**Signal wires on met1**

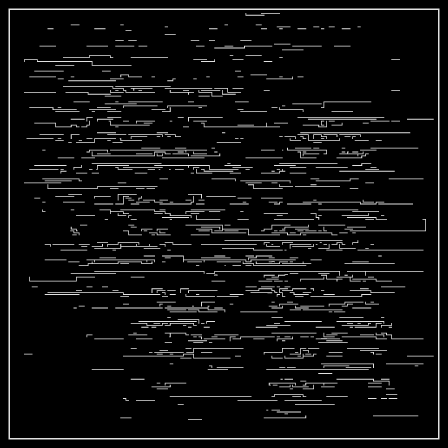
**Metal 2**

Bar = 20 um.
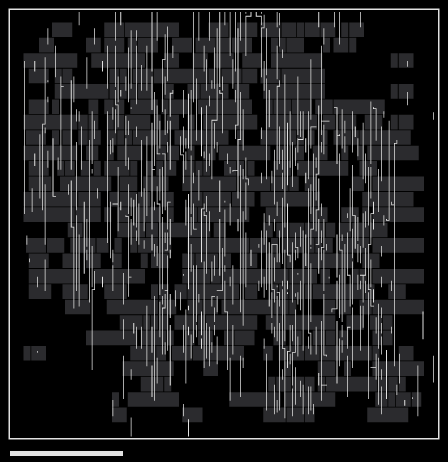
**Signal wires on met3**

Bar = 20 um.
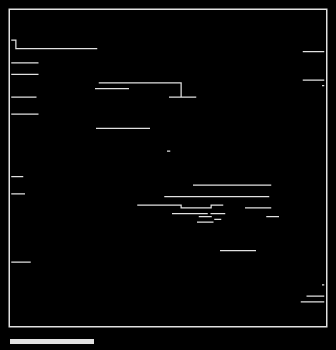
Design heartbeat_multi, sky130hd; sources not shown.
==> CHANGELOG.md <==
### Metrics

- Max reg flops: 26
- Static leakage power: ~1.5 nW
- Startpoint type of the worst setup path: input pin
- Worst supply voltage drop on vdd: 0.000288 V
- Filler Cells Inserted: 427
- Number of global-route vias before repair: between 2k and 2.5k
- Maximum number of pins on one net before global-route repair: 32
- Share of final-layout standard cells stronger than drive strength 1: a little under a fifth
- Final standard cell area without fillers: about 3400 um^2
- Data required time at the worst endpoint: about 2500 ps
- Placement-stage cell area: between 3000 and 4000 um^2
- Number of input and output port buffers inserted: 25
- Result of the run: finished, final reports clean
- Site Rows: 26
- Skew-Pair Late Insertion Delay: 300 ps
- Syn-to-layout area delta: 19.2%
- Count of antenna diodes in the layout: 0
- Tool Warnings: 36
- Area of the placeable core: about 5000 um^2
- Highest attainable clock frequency: between 0.4 and 0.5 GHz
- Top cells, area: sky130_fd_sc_hd__dfrtp_1, sky130_fd_sc_hd__dfstp_2, sky130_fd_sc_hd__ha_1
- Yosys warning count: 0
- Number of sinks on the clock net: 49
- Combinational group share of total power: about a tenth
- Highest fanout seen on the critical path: 9
- Overall power: 0.00192 W
- Area of combinational cells with multiple inputs: 1380 um^2
- Post-CTS repair timing setup buffer count: 0
- Post-DP HPWL: 3930 um
- Num CTS Buffers: 5
- Area of the mapped netlist: 2820 um^2
- Global placement routability congestion: 0.930
- GRT Util Overall: between 20% and 30%
- Pre-CTS setup slack: -728 ps
- Final clock skew: slightly below 9 ps
- Data arrival, critical path: ~2400 ps
- Share of synthesized area occupied by flip-flops and latches: roughly 44%
- Count of distinct cell types in the synthesized netlist: ~50
- Sequential group share of total power: 52.1%
- Number of cells on the worst reg-to-reg path: 6
- Cell count listed in synth_stat.txt: roughly 300
- Ys async rst share: 100%
- Kind of path behind the tightest hold check: in -> async
- Area occupied by registers: approximately 1200 um^2
- Final hold violations: 0
- Gate count of the mapped netlist: 292
- Die Ht: about 76 um
- Wire length of the first global-routing pass: between 9000 and 10000 um
- Number of antenna violations at the first check in global routing: 0
- Post-Place Cells: 399
- Type of the worst setup path: in -> reg
- Dominant flop cell: sky130_fd_sc_hd__dfrtp_1
- Chip Area, Yosys: approximately 2800 um^2
- Actual transition at the worst max-transition pin: 636 ps
- Overall die width: approximately 76 um
- Total negative slack: 0 ps
- Starting Density: 56.2%
- Number of nets with antenna violations after detailed routing: 0
- Quantity of gates resized following cts: 3
- Final period utilization: a little over nine tenths
- Number of H-tree levels: 2
- Unrepaired setup endpoints after global routing: true
- Final worst-path setup slack: 97.2 ps
- CP endpoint kind: register
- Post-DR vias/cell: 5.34
- Final nets: around 350
- # hold bufs at CTS: 0
- Final count of pins violating max slew: 0
- Reg clk slew, reported paths: roughly 100 ps
- Utilization of the core after routing: approximately two thirds
- Final standard cell count with taps included and fillers excluded: 406
- DRC Markers: 0
-- 'signal wires on met1' (at the start) --
longest straight run: 22.1 um
wire length on this layer: 2310 um
routed wire length: 5320 um
total number of vias: 2168

-- 'metal 2' (at the start) --
share of all routed wire: 51%
wire length on this layer: 2740 um
met2 demand-to-capacity share in global routing: 36.0%

-- 'signal wires on met3' (at the start) --
main direction: horizontal
share of all routed wire: 4.3%
longest straight run: 24.8 um
wire length on this layer: 227 um
met3 track demand over resource in global routing: 4.63%

-- logic make-up (layout without fill, tap and decap cells) --
kind of cell | count (synthesis) | in the layout | synth area share [%]
buffers and inverters | 46 | 79 | 8.88
and+or+nand+nor | 101 | 101 | 20.4
xor gates and xnor gates | 17 | 17 | 5.29
other | 1 | 12 | 0.133
DFF | 49 | 49 | 44.1
adders and majority gates | 13 | 13 | 5.78
muxes | 9 | 9 | 3.55
AOI/OAI and AO/OA | 56 | 56 | 11.9
-- area by class of cell --
type,instances,area share (%)
buffer,28,5.44
clock buffer,5,2.05
clock inverter,3,1.94
inverter,17,1.90
multi-input combinational,208,41.2
sequential,49,37.0
tap,70,2.61
timing repair buffer,26,7.90
-- layout by cell type (no fill, tap or decap), types with 8 or more instances in the layout --
| master | instances |
|---|---|
| sky130_fd_sc_hd__dfrtp_1 | 37 |
| sky130_fd_sc_hd__inv_1 | 17 |
| sky130_fd_sc_hd__nor2_1 | 23 |
| sky130_fd_sc_hd__clkdlybuf4s50_1 | 23 |
| sky130_fd_sc_hd__conb_1 | 12 |
| sky130_fd_sc_hd__xor2_1 | 9 |
| sky130_fd_sc_hd__nand2_1 | 18 |
| sky130_fd_sc_hd__o21ai_0 | 9 |
| sky130_fd_sc_hd__dfstp_2 | 12 |
| sky130_fd_sc_hd__a21oi_1 | 24 |
| sky130_fd_sc_hd__xnor2_1 | 8 |
| sky130_fd_sc_hd__mux2_2 | 8 |
| sky130_fd_sc_hd__ha_1 | 12 |
| sky130_fd_sc_hd__buf_4 | 20 |
-- routing by layer --
| layer | global-route usage, % | up-vias | share of wire, % |
|---|---|---|---|
| met5 | 0 | - | 0 |
| met3 | 4.63 | 5 | 4.2 |
| met1 | 25.8 | 1034 | 43 |
| met4 | 4.48 | 0 | 0.83 |
| li1 | - | 1087 | - |
| met2 | 36.0 | 42 | 51 |
-- critical path: stages --
cell and delay (ps):
sky130_fd_sc_hd__clkdlybuf4s15_1 250, sky130_fd_sc_hd__nand4_4 160, sky130_fd_sc_hd__or4b_1 510, sky130_fd_sc_hd__buf_2 190
sky130_fd_sc_hd__or4_4 490, sky130_fd_sc_hd__a21oi_2 140
-- synthesized netlist by cell type (7+ instances only) --
master,instances
sky130_fd_sc_hd__ha_1,13
sky130_fd_sc_hd__o21ai_0,9
sky130_fd_sc_hd__dfstp_2,12
sky130_fd_sc_hd__o31ai_1,7
sky130_fd_sc_hd__nand4_1,7
sky130_fd_sc_hd__nand2_1,18
sky130_fd_sc_hd__mux2_2,8
sky130_fd_sc_hd__inv_1,17
sky130_fd_sc_hd__dfrtp_1,37
sky130_fd_sc_hd__buf_4,20
sky130_fd_sc_hd__xor2_1,9
sky130_fd_sc_hd__a21oi_1,24
sky130_fd_sc_hd__xnor2_1,8
sky130_fd_sc_hd__nor2_1,23
-- power groups by stage --
stage	logic, W	clock network [W]	registers [W]
after floorplan	0.000135	0	0.000996
after global placement	0.000181	0	0.00101
after detailed placement	0.000193	0	0.00101
after CTS	0.000195	0.000737	0.000997
after global routing	0.000223	0.000775	0.00101
final	0.000193	0.000727	0.000999
No activity file was given, so power comes from the tool's default toggle rates.
